==> config.mk <==
export PLATFORM = sky130hd
export DESIGN_NAME = dlatch_write_arbiter
export DESIGN_NICKNAME = d
export VERILOG_FILES = /design/src/rtl/dlatch_write_arbiter.sv
export SDC_FILE = /design/constraint.sdc
export NUM_CORES = 1
export LEC_CHECK = 0
export ABC_CLOCK_PERIOD_IN_PS = 2100
export CAP_MARGIN = 20
export CORE_MARGIN = 10
export CORE_UTILIZATION = 44
export CTS_CLUSTER_DIAMETER = 50
export DETAILED_ROUTE_END_ITERATION = 8
export GPL_TIMING_DRIVEN = 0
export PLACE_DENSITY = 0.86
export SYNTH_ARGS = -nofsm -noshare
export SYNTH_HDL_FRONTEND = slang
export SYNTH_SLANG_ARGS = --single-unit
==> constraint.sdc <==
create_clock -name input_clock1_clk_1 -period 2.1 [get_ports input_clock1_clk_1]
set_input_delay 0.315 -clock input_clock1_clk_1 [delete_from_list [all_inputs] [get_ports input_clock1_clk_1]]
set_output_delay 0.315 -clock input_clock1_clk_1 [all_outputs]
set_load 0.05 [all_outputs]
==> src/rtl/dlatch_write_arbiter.sv <==
// dlatch_write_arbiter
//   Arbitrates four write requesters onto one bank of transparent D latches
//   that share a common enable. The winner's data is captured once, then a
//   SETUP / OPEN / CLOSE framing keeps latch_d stable for one cycle before
//   the enable rises and for one cycle after it falls. A one-cycle ack
//   follows. Every output is a flop, so latch_en cannot glitch.
//
// Build option:
//   DLATCH_ARB_RR_EN  defined   -> round-robin arbitration. A rotating
//                                  pointer sets where the search starts.
//                     undefined -> fixed priority. The lowest index wins.
//
// Ports:
//   input_clock1_clk_1        clock, rising edge
//   input_push_button2_rst_2  asynchronous reset, active high
//   req      [3:0]            level request per requester
//   wdata    [4*DATA_W-1:0]   requester i data at [i*DATA_W +: DATA_W]
//   latch_d  [DATA_W-1:0]     latch bank D inputs
//   latch_en                  latch bank enable (transparent when 1)
//   grant    [3:0]            one-hot owner of the current write, 0 when idle
//   ack      [3:0]            one-hot single-cycle pulse when the write closes
//   busy                      high in every state except IDLE
module dlatch_write_arbiter #(
  parameter int DATA_W      = 4,
  parameter int OPEN_CYCLES = 2   // 1..15
) (
  input  logic                  input_clock1_clk_1,
  input  logic                  input_push_button2_rst_2,
  input  logic [3:0]            req,
  input  logic [4*DATA_W-1:0]   wdata,
  output logic [DATA_W-1:0]     latch_d,
  output logic                  latch_en,
  output logic [3:0]            grant,
  output logic [3:0]            ack,
  output logic                  busy
);

  typedef enum logic [2:0] {IDLE, SETUP, OPEN, CLOSE, ACK} state_t;

  state_t              state, nxt;
  logic [3:0]          cnt;
  logic [1:0]          win;
  logic                any_req;
  logic [DATA_W-1:0]   lane_d [4];

  // Split the flat data bus into one slice per requester.
  for (genvar g = 0; g < 4; g++) begin : g_lane
    assign lane_d[g] = wdata[g*DATA_W +: DATA_W];
  end

  assign any_req = |req;

`ifdef DLATCH_ARB_RR_EN
  logic [1:0] ptr;
  logic [1:0] idx;

  // Walk from the highest offset down to the lowest. The lowest offset from
  // ptr is written last, so it wins.
  always_comb begin
    win = '0;
    idx = '0;
    for (int i = 3; i >= 0; i--) begin
      idx = ptr + 2'(i);
      if (req[idx]) win = idx;
    end
  end

  // Only an accepted grant moves the pointer. The pointer wraps naturally in
  // two bits.
  always_ff @(posedge input_clock1_clk_1 or posedge input_push_button2_rst_2) begin
    if (input_push_button2_rst_2)       ptr <= '0;
    else if (state == IDLE && any_req)  ptr <= win + 2'd1;
  end
`else
  always_comb begin
    win = '0;
    for (int i = 3; i >= 0; i--)
      if (req[i]) win = 2'(i);
  end
`endif

  // Next-state logic. OPEN exits when the down-counter reaches zero.
  always_comb begin
    nxt = state;
    case (state)
      IDLE:    if (any_req) nxt = SETUP;
      SETUP:   nxt = OPEN;
      OPEN:    if (cnt == 4'd0) nxt = CLOSE;
      CLOSE:   nxt = ACK;
      ACK:     nxt = IDLE;
      default: nxt = IDLE;
    endcase
  end

  // State register and the OPEN-length counter. The counter loads during
  // SETUP, so OPEN lasts exactly OPEN_CYCLES cycles.
  always_ff @(posedge input_clock1_clk_1 or posedge input_push_button2_rst_2) begin
    if (input_push_button2_rst_2) begin
      state <= IDLE;
      cnt   <= '0;
    end else begin
      state <= nxt;
      if (state == SETUP)                cnt <= 4'(OPEN_CYCLES - 1);
      else if (state == OPEN && cnt != 0) cnt <= cnt - 4'd1;
    end
  end

  // Each output flop is decoded from the next state, so it lines up with the
  // state the FSM is entering. latch_d loads only on the arbitration edge.
  always_ff @(posedge input_clock1_clk_1 or posedge input_push_button2_rst_2) begin
    if (input_push_button2_rst_2) begin
      latch_d  <= '0;
      latch_en <= 1'b0;
      grant    <= '0;
      ack      <= '0;
      busy     <= 1'b0;
    end else begin
      latch_en <= (nxt == OPEN);
      busy     <= (nxt != IDLE);
      ack      <= (nxt == ACK) ? grant : 4'd0;
      if (state == IDLE && any_req) begin
        grant   <= 4'd1 << win;
        latch_d <= lane_d[win];
      end else if (nxt == IDLE) begin
        grant   <= '0;
      end
    end
  end

endmodule
Figure 1. Congestion heat map (run 1).
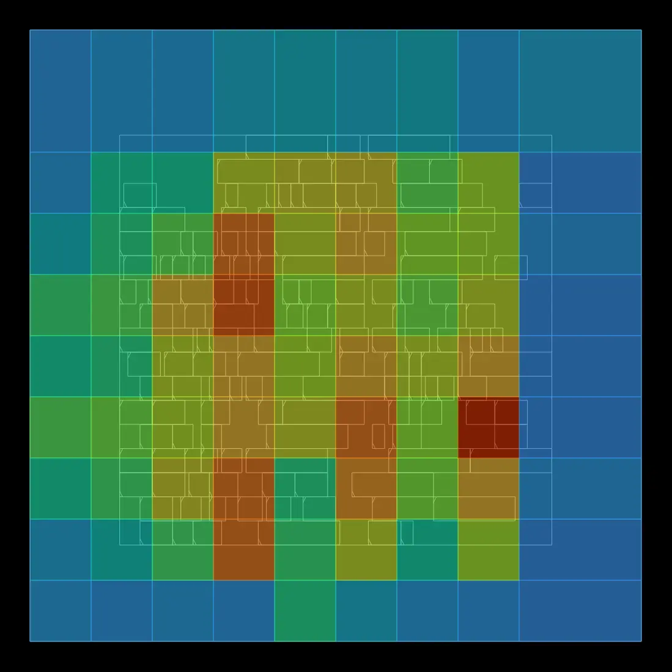
WL/cell: 14.3 um
Util after Layout: 64.7%

Figure 2. Cell classes on the final placement (run 1).
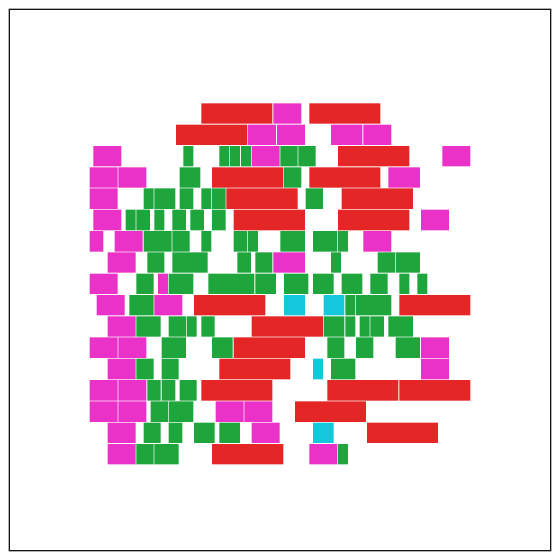
Key: magenta = remaining buffers and delay cells [cells 39, share of their area 27%]; red = sequential cells [cells 21, share of their area 37%]; cyan = clock drivers and dummy loads [cells 4, share of their area 1.8%]; green = combinational and other logic [cells 77, share of their area 34%]

==> run_results.csv, run 1 <==
group,metric,value,unit
die,io_pins,36,
setup_path,crit_path_max_fanout,2,
job,warnings,26,
power,ir_drop,0.716,mV
final_layout,area_growth_syn_to_layout,38.0,%
setup_path,cp_data_arrival_time,1490,ps
synthesis,mux_area_share,0,%
synthesis,ys_top_logic_family,"simple AND/OR/NAND/NOR gates",
clock_network,cts_resized,0,
sta,fin_crit,1810,ps
global_routing,grt_overflow,0,
setup_path,criticalPathCategory,"reg2out",
power,seq_power_share,34.1,%
clock_network,h-tree-depth,1,
final_layout,sh_seq_area,36.1,%
global_routing,antenna_found_initial,0,
detailed_routing,ant_nets,0,
power,maxPowerGroup,"combinational cells",
sta,fin_skew,1.11,ps
sta,rsz0062_at_grt,"no",
final_layout,nonClkBufAreaFrac,26.3,%
synthesis,topCellsByArea,"dfrtp_1 (50%), nor2b_1 (5.3%), a21oi_1 (3.8%), nor2_1 (3.2%), buf_6 (3.2%)",
synthesis,ys_seq_share,49.8,%
detailed_routing,wl_met1,991,um
sta,worst_slew_pin_slew,754,ps
detailed_routing,vias,878,
final_layout,inverters,3,
detailed_routing,dr_wl_met3,239,um
clock_network,clockBufferDepth,2,
power,pg_comb,1.07,mW
sta,slew_headroom,49.7,%
detailed_routing,firstDrtPassIters,5,
setup_path,worstSetupStartpointType,"flop",
synthesis,synth_area,0.00106,mm2
sta,holdWs,442,ps
power,power.net_switching,846,uW
synthesis,synthAdderAreaFrac,1.18,%
final_layout,fin_cells,169,
power,p_seq,648,uW
synthesis,ys.flop_type,"dfrtp_1",
setup_path,cp.required,1780,ps
sta,final-hold-violation-count,0,
final_layout,diodes,0,
sta,drv_slew,0,
final_layout,biggestCellCategory,"registers",
synthesis,aoi_share,15.3,%
clock_network,postCtsSetupBuffers,0,
clock_network,clkTransAtPathRegs,110,ps
power,leakagePower,0.604,nW
placement,portBuffers,34,
clock_network,cts_buffers,3,
synthesis,synth.top_cell.area_share,49.8,%
final_layout,comb_share,32.7,%
hold_path,min_path_type,"in2async",
detailed_routing,routed_wl,2420,um
sta,fmax,554,MHz
detailed_routing,initialDrtViolationCount,35,
synthesis,ys_sh_simple,25.4,%
power,internal-power,1.06,mW
global_routing,grt_pass1_wl,4070,um
synthesis,synth_cell_types,35,
setup_path,cp_num_buf_inv,1,
synthesis,yosys_cells,103,
placement,dpl.cell_count,165,
global_routing,grt.met1_usage,12.4,%
placement,hpwl,1980,um
power,power_density,1310,mW/mm2
final_layout,flop_area,526,um2
global_routing,groute.usage.overall,10.8,%
setup_path,end_kind,"output port",
die,fp.dieW,69.0,um
placement,gp_congestion,0.758,
setup_path,cp_slowest_cell,"clkdlybuf4s50_1",
status,outcome,"finished clean",
global_routing,grt.met3_usage,4.19,%
die,core_area,0.00225,mm2
power,clkPwrFrac,9.7,%
final_layout,layout.nets,165,
global_routing,top_usage_layer,"met2",
placement,place_ws,279,ps
sta,fin_setup_tns,0,ps
final_layout,lay_top_cells,"clkdlybuf4s50_1 (34), dfrtp_1 (21), nor2b_1 (9), nor2_1 (9), a21oi_1 (8)",
clock_network,clk_root_buffer_cell,"clkbuf_4",
die,die_y,69.0,um
final_layout,n_all_buffers,39,
power,total_power,1.90,mW
synthesis,synth_chip_area,0.00106,mm2
detailed_routing,wl_met2,1180,um
synthesis,syn_nets,126,
clock_network,cts_tree,"built",
placement,placed_area,0.00143,mm2
setup_path,cp_top_family,"buffers and inverters",
sta,finalWorstSetupSlack,295,ps
clock_network,clk_latency,290,ps
die,n_tap_cell,28,
synthesis,async_flop_share,100,%
synthesis,ys_seq_elements,21,
final_layout,nFlopsAndLatches,21,
Figure 3. Register map, names as in the netlist (run 1).
Scale bar: 20 um. Other sequential cells in the stronger gray, the rest of the logic in the fainter gray.
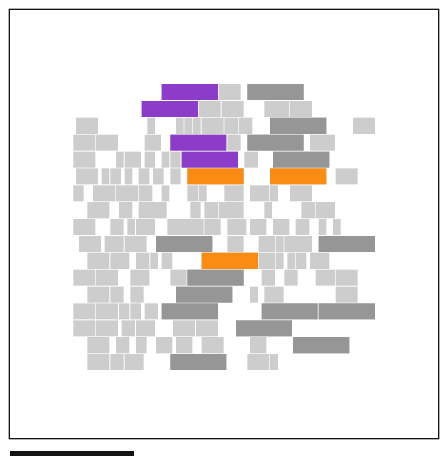
Key: orange = state [sequential cells 3]; purple = grant [sequential cells 4, where top middle]
Another 14 sequential cells are not colored.

==> run 1: final timing paths <==
check,start,endpoint,slack (ps),cells past startpoint
max in group asynchronous,input_push_button2_rst_2,ack[3],1190,2
min reg2reg,latch_d[1],latch_d[1],500,1
min in group input_clock1_clk_1,req[1],grant[3],460,4
max reg2reg,cnt[0],cnt[1],450,5
max,latch_d[2],latch_d[2],290,1
min,input_push_button2_rst_2,latch_d[1],440,2
==> run 1: synthesized netlist by cell type (all sizes together), types with 2 or more instances <==
master and number:
dfrtp 21, nor2 9, nor2b 9, a21oi 8
nand2 7, and2 4, buf 4, nor3 4
a221oi 3, inv 3, o21a 3, o221ai 3
or2 3, nand4 2, xnor2 2, xor2 2
Figure 4. Wiring heat map (run 1).
Scale bar: 20 um. 14 x 14 tiles, from dark blue (low) to red (high), scaled to the fullest tile. Values are wire area over tile area, all layers added.
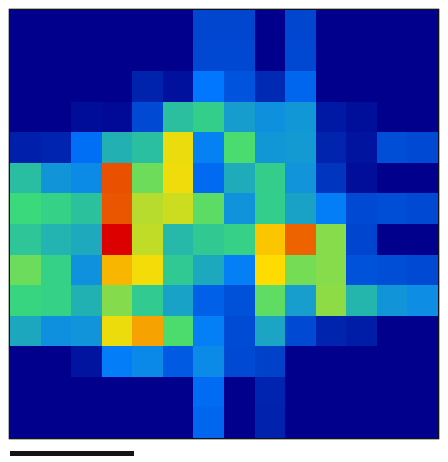

--- run 2 (diff from run 1) ---
--- a/config.mk
+++ b/config.mk
@@ -10,8 +10,8 @@
 export CORE_MARGIN = 10
 export CORE_UTILIZATION = 44
 export CTS_CLUSTER_DIAMETER = 50
+export CTS_CLUSTER_SIZE = 16
 export DETAILED_ROUTE_END_ITERATION = 8
-export GPL_TIMING_DRIVEN = 0
 export PLACE_DENSITY = 0.86
 export SYNTH_ARGS = -nofsm -noshare
 export SYNTH_HDL_FRONTEND = slang
Figure 5. Wiring heat map (run 2).
Scale bar: 20 um. 14 x 14 tiles, from dark blue (low) to red (high), scaled to the fullest tile. Values are wire area over tile area, all layers added.
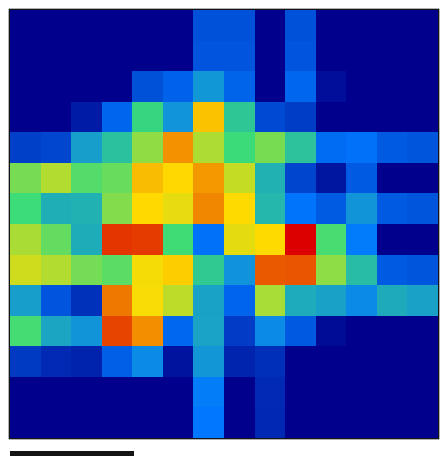
The mean over all tiles is 0.083. 22% of the tiles are over half the peak. 37% of the tiles are nearly empty.

==> run_results.csv, run 2 <==
group,metric,value,unit
final_layout,lay_top_cells,"clkdlybuf4s50_1 (35), dfrtp_1 (21), nor2b_1 (9), nor2_1 (9), a21oi_1 (8)",
hold_path,min_path_type,"in2async",
setup_path,reg2reg_depth,6,
final_layout,biggestCellCategory,"registers",
final_layout,n_all_buffers,37,
setup_path,reg2reg_from,"cnt[0]",
detailed_routing,ant_nets,0,
global_routing,antenna_found_initial,0,
setup_path,crit_path_max_fanout,3,
power,power_density,1280,mW/mm2
clock_network,cts_buffers,3,
synthesis,async_flop_share,100,%
die,core_area,0.00225,mm2
setup_path,critPathCapture,"grant[2]",
final_layout,area_growth_syn_to_layout,36.4,%
clock_network,clk_root_buffer_cell,"clkbuf_4",
sta,rsz0062_at_grt,"no",
global_routing,grt_overflow,0,
placement,dpl.cell_count,163,
final_layout,nonClkBufAreaFrac,25.4,%
synthesis,synth_area,0.00106,mm2
die,die_y,69.0,um
setup_path,r2r_end,"cnt[0]",
sta,slew_headroom,65.8,%
sta,holdWs,329,ps
setup_path,worstSetupStartpointType,"flop",
die,n_tap_cell,28,
synthesis,ys_top_cells_by_count,"dfrtp_1 (21), nor2_1 (9), nor2b_1 (9)",
sta,fin_skew,0.622,ps
detailed_routing,vias,898,
clock_network,clkTransAtPathRegs,110,ps
synthesis,ys_seq_share,49.8,%
final_layout,layout.nets,163,
setup_path,worstSetupStartpoint,"grant[2]",
final_layout,fin_cells,167,
status,outcome,"finished clean",
setup_path,criticalPathCategory,"reg2out",
synthesis,ys_seq_elements,21,
clock_network,clockBufferDepth,2,
synthesis,synthAdderAreaFrac,1.18,%
synthesis,synth.top_cell.area_share,49.8,%
final_layout,comb_share,33.1,%
final_layout,flop_area,526,um2
synthesis,ys.flop_type,"dfrtp_1",
synthesis,synth_cell_types,35,
synthesis,ys_top_logic_family,"simple AND/OR/NAND/NOR gates",
placement,hpwl,1960,um
synthesis,topCellsByArea,"dfrtp_1 (50%), nor2b_1 (5.3%), a21oi_1 (3.8%), nor2_1 (3.2%), buf_6 (3.2%)",
setup_path,ff2ff_setup_slack,460,ps
sta,fin_setup_tns,0,ps
synthesis,yosys_cells,103,
clock_network,cts_resized,0,
sta,drv_slew,0,
die,io_pins,36,
die,fp.dieW,69.0,um
sta,fmax,551,MHz
detailed_routing,firstDrtPassIters,4,
setup_path,cp_data_arrival_time,1500,ps
final_layout,inverters,3,
sta,final-hold-violation-count,0,
synthesis,synth_chip_area,0.00106,mm2
synthesis,syn_nets,126,
job,warnings,26,
placement,gp_congestion,0.837,
Figure 6. Cell classes on the final placement (run 2).
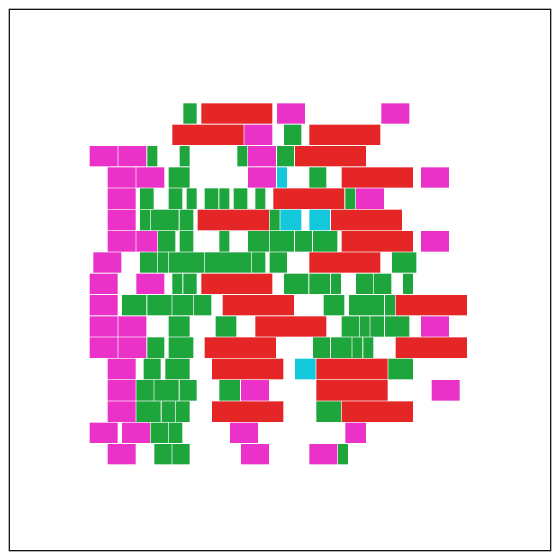
Key: red = sequential cells [cells 21, share of their area 37%]; magenta = remaining buffers and delay cells [cells 37, share of their area 26%]; green = combinational and other logic [cells 77, share of their area 35%]; cyan = clock drivers and dummy loads [cells 4, share of their area 1.9%]

run 2: stage by stage:
step	cell area, um2	utilization, %	setup WS (ps)	total power [mW]
2_1_floorplan	1060	-	590	1.41
3_3_place_gp	1410	62.7	268	1.64
3_5_place_dp	1410	62.7	200	1.67
4_1_cts	1440	63.9	266	1.86
5_1_grt	1440	63.9	212	1.98
6_report	1440	63.9	285	1.84
run 2: power breakdown:
part	switching [mW]	internal, mW
clock	0.112	0.0738
combinational	0.588	0.381
sequential	0.136	0.552
run 2: layer usage:
| metal | share of wire, % | global-route usage [%] |
|---|---|---|
| met1 | 39 | 10.9 |
| met4 | 0.88 | 5.67 |
| met3 | 9.9 | 4.19 |
| met2 | 50 | 18.9 |
| met5 | 0 | 0 |
Figure 7. Register map, names as in the netlist (run 2).
Scale bar: 20 um. Other sequential cells in the stronger gray, the rest of the logic in the fainter gray.
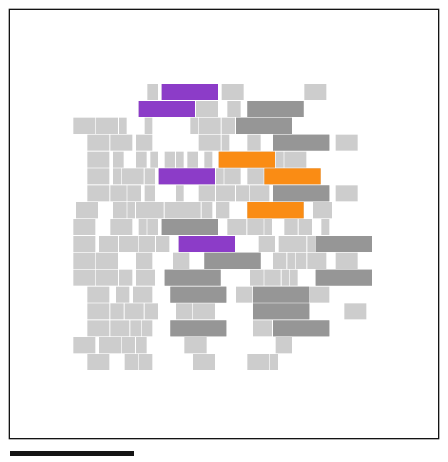

--- run 3 (diff from run 2) ---
--- a/config.mk
+++ b/config.mk
@@ -12,7 +12,8 @@
 export CTS_CLUSTER_DIAMETER = 50
 export CTS_CLUSTER_SIZE = 16
 export DETAILED_ROUTE_END_ITERATION = 8
-export PLACE_DENSITY = 0.86
+export PLACE_DENSITY = 0.75
 export SYNTH_ARGS = -nofsm -noshare
 export SYNTH_HDL_FRONTEND = slang
 export SYNTH_SLANG_ARGS = --single-unit
+export TNS_END_PERCENT = 30
Figure 8. Register map, names as in the netlist (run 3).
Scale bar: 20 um. Other sequential cells in the stronger gray, the rest of the logic in the fainter gray.
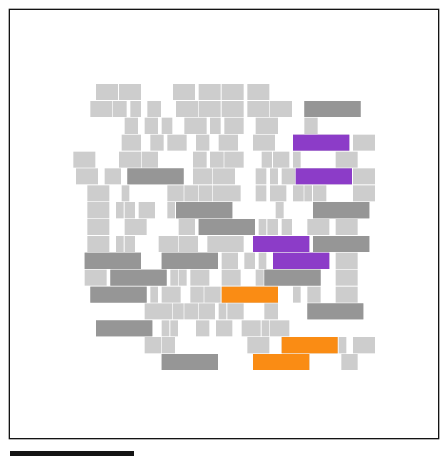
Key: orange = state [sequential cells 3]; purple = grant [sequential cells 4]

==> run_results.csv, run 3 <==
group,metric,value,unit
status,outcome,"finished clean",
clock_network,clk_latency,300,ps
synthesis,ys_seq_elements,21,
detailed_routing,vias,877,
synthesis,ys_seq_share,49.8,%
placement,hpwl,2050,um
clock_network,postCtsSetupBuffers,0,
final_layout,final_util,63.9,%
synthesis,ys_top_logic_family,"simple AND/OR/NAND/NOR gates",
synthesis,synth_chip_area,0.00106,mm2
setup_path,crit_path_max_fanout,2,
sta,holdWs,329,ps
placement,place_ws,199,ps
final_layout,lay_top_cells,"clkdlybuf4s50_1 (35), dfrtp_1 (21), nor2b_1 (9), nor2_1 (9), a21oi_1 (8)",
global_routing,grt_pass1_vias,908,
synthesis,synth_cells,103,
synthesis,synth_warnings,0,
setup_path,criticalPathCategory,"reg2out",
synthesis,ys_top_cells_by_count,"dfrtp_1 (21), nor2_1 (9), nor2b_1 (9)",
sta,rsz0062_at_grt,"no",
global_routing,grt_max_degree,22,
power,leakagePower,0.594,nW
detailed_routing,routed_wl,2540,um
sta,fin_skew,1.47,ps
placement,dpl.cell_count,163,
final_layout,post_route_cells_drive_above_1_share,6.47,%
setup_path,cp_num_buf_inv,1,
clock_network,clockBufferDepth,2,
sta,fin_crit,1830,ps
detailed_routing,drt-wirelength-per-cell,15.2,um
setup_path,crit_chain,"clkdlybuf4s50_1",
clock_network,clkTransAtPathRegs,110,ps
setup_path,cp_top_family,"buffers and inverters",
die,core_area,0.00225,mm2
die,initCoreUtil,46.8,%
synthesis,topCellsByArea,"dfrtp_1 (50%), nor2b_1 (5.3%), a21oi_1 (3.8%), nor2_1 (3.2%), buf_6 (3.2%)",
global_routing,antenna_found_initial,0,
final_layout,nFillCells,208,
detailed_routing,drc,0,
setup_path,reg2reg_depth,5,
die,fp.dieW,69.0,um
hold_path,min_path_type,"in2async",
global_routing,groute.usage.overall,11.2,%
sta,fin_setup_tns,0,ps
detailed_routing,firstDrtPassIters,4,
detailed_routing,dr_wl_met3,203,um
synthesis,synthAdderAreaFrac,1.18,%
job,warnings,26,
sta,finalWorstSetupSlack,272,ps
sta,slew_headroom,66.1,%
synthesis,syn_nets,126,
clock_network,cts_buffers,3,
setup_path,cp_data_arrival_time,1510,ps
die,die_y,69.0,um
final_layout,layout.nets,163,
synthesis,yosys_cells,103,
synthesis,mux_area_share,0,%
synthesis,synth_area,0.00106,mm2
synthesis,synth.top_cell.area_share,49.8,%
setup_path,ff2ff_setup_slack,450,ps
power,total_power,1.85,mW
synthesis,xor_share,3.32,%
clock_network,clk_root_buffer_cell,"clkbuf_4",
synthesis,top_cell,"dfrtp_1",
sta,period_used_share,87.0,%
setup_path,critPathCapture,"latch_d[0]",
clock_network,cts_tree,"built",
detailed_routing,wl_met2,1220,um
die,num_rows,17,
job,cap_viol_max_count,0,
detailed_routing,avgViaCountPerCell,5.25,
global_routing,grt_pass1_wl,4040,um
synthesis,synth_top_cell_by_area,"dfrtp_1",
synthesis,ys_sh_simple,25.4,%
detailed_routing,wl_met1,1080,um
final_layout,final_common_cell,"clkdlybuf4s50_1",
synthesis,edf_count,0,
placement,portBuffers,35,
die,chipArea,0.00476,mm2
placement,placed_area,0.00141,mm2
power,ir_drop,0.837,mV
clock_network,cts_sinks,21,
clock_network,holdBufCountCts,0,
setup_path,cp_slowest_cell,"clkdlybuf4s50_1",
synthesis,ys.flop_type,"dfrtp_1",
clock_network,h-tree-depth,1,
placement,gp_congestion,0.826,
synthesis,aoi_share,15.3,%
clock_network,cts_resized,0,
die,io_pins,36,
sta,final-hold-violation-count,0,
setup_path,worstSetupStartpoint,"latch_d[0]",
synthesis,async_flop_share,100,%
setup_path,reg2reg_from,"cnt[0]",
final_layout,diodes,0,
detailed_routing,initialDrtViolationCount,37,
setup_path,r2r_end,"cnt[1]",
sta,fmax,547,MHz
setup_path,max_stage_delay,820,ps
sta,finalSetupViolCount,0,
detailed_routing,ant_nets,0,
detailed_routing,top_layer,"met4",
setup_path,cp.required,1780,ps
sta,worst_slew_pin_slew,508,ps
sta,drv_slew,0,
power,power_density,1280,mW/mm2
final_layout,design_area,0.00144,mm2
setup_path,end_kind,"output port",
synthesis,synth_cell_types,35,
final_layout,area_growth_syn_to_layout,36.4,%
global_routing,grt_overflow,0,
setup_path,cp.depth,1,
final_layout,fin_cells,167,
synthesis,avgSynthCellArea,10.3,um2
setup_path,worstSetupStartpointType,"flop",
Figure 9. Routed metal, one color a layer (run 3).
Scale bar: 20 um.
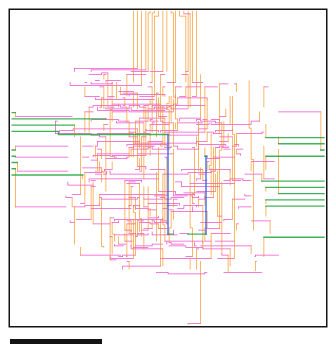
Key: green = metal 3 [wire length 204 um]; magenta = metal 1 [wire length 1080 um]; orange = metal 2 [wire length 1220 um]; blue = metal 4 [wire length 38.8 um]

[run 3: cell counts after synthesis]
Identical to the previous run, type by type.
[run 3: where the power goes]
| group | switching, mW | total, mW | internal, mW |
|---|---|---|---|
| logic | 0.593 | 0.973 | 0.381 |
| clock network | 0.117 | 0.191 | 0.0740 |
| registers | 0.133 | 0.684 | 0.552 |
| total | 0.842 | 1.85 | 1.01 |
[run 3: routing by layer]
metal / vias to the layer above / global-route usage [%]
li1: 439 / -
met1: 413 / 13.3
met2: 21 / 17.2
met3: 4 / 4.67
met4: 0 / 5.17
met5: - / 0
[run 3: final cells by class]
cell class                 count  area [um2]  area share (%)
clock buffer                   4        26.3            1.82
inverter                       3        11.3           0.782
multi-input combinational     74         477            33.1
sequential                    21         526            36.5
tap                           28        35.0            2.43
timing repair buffer          37         365            25.4
Power and IR drop assume default switching activity.
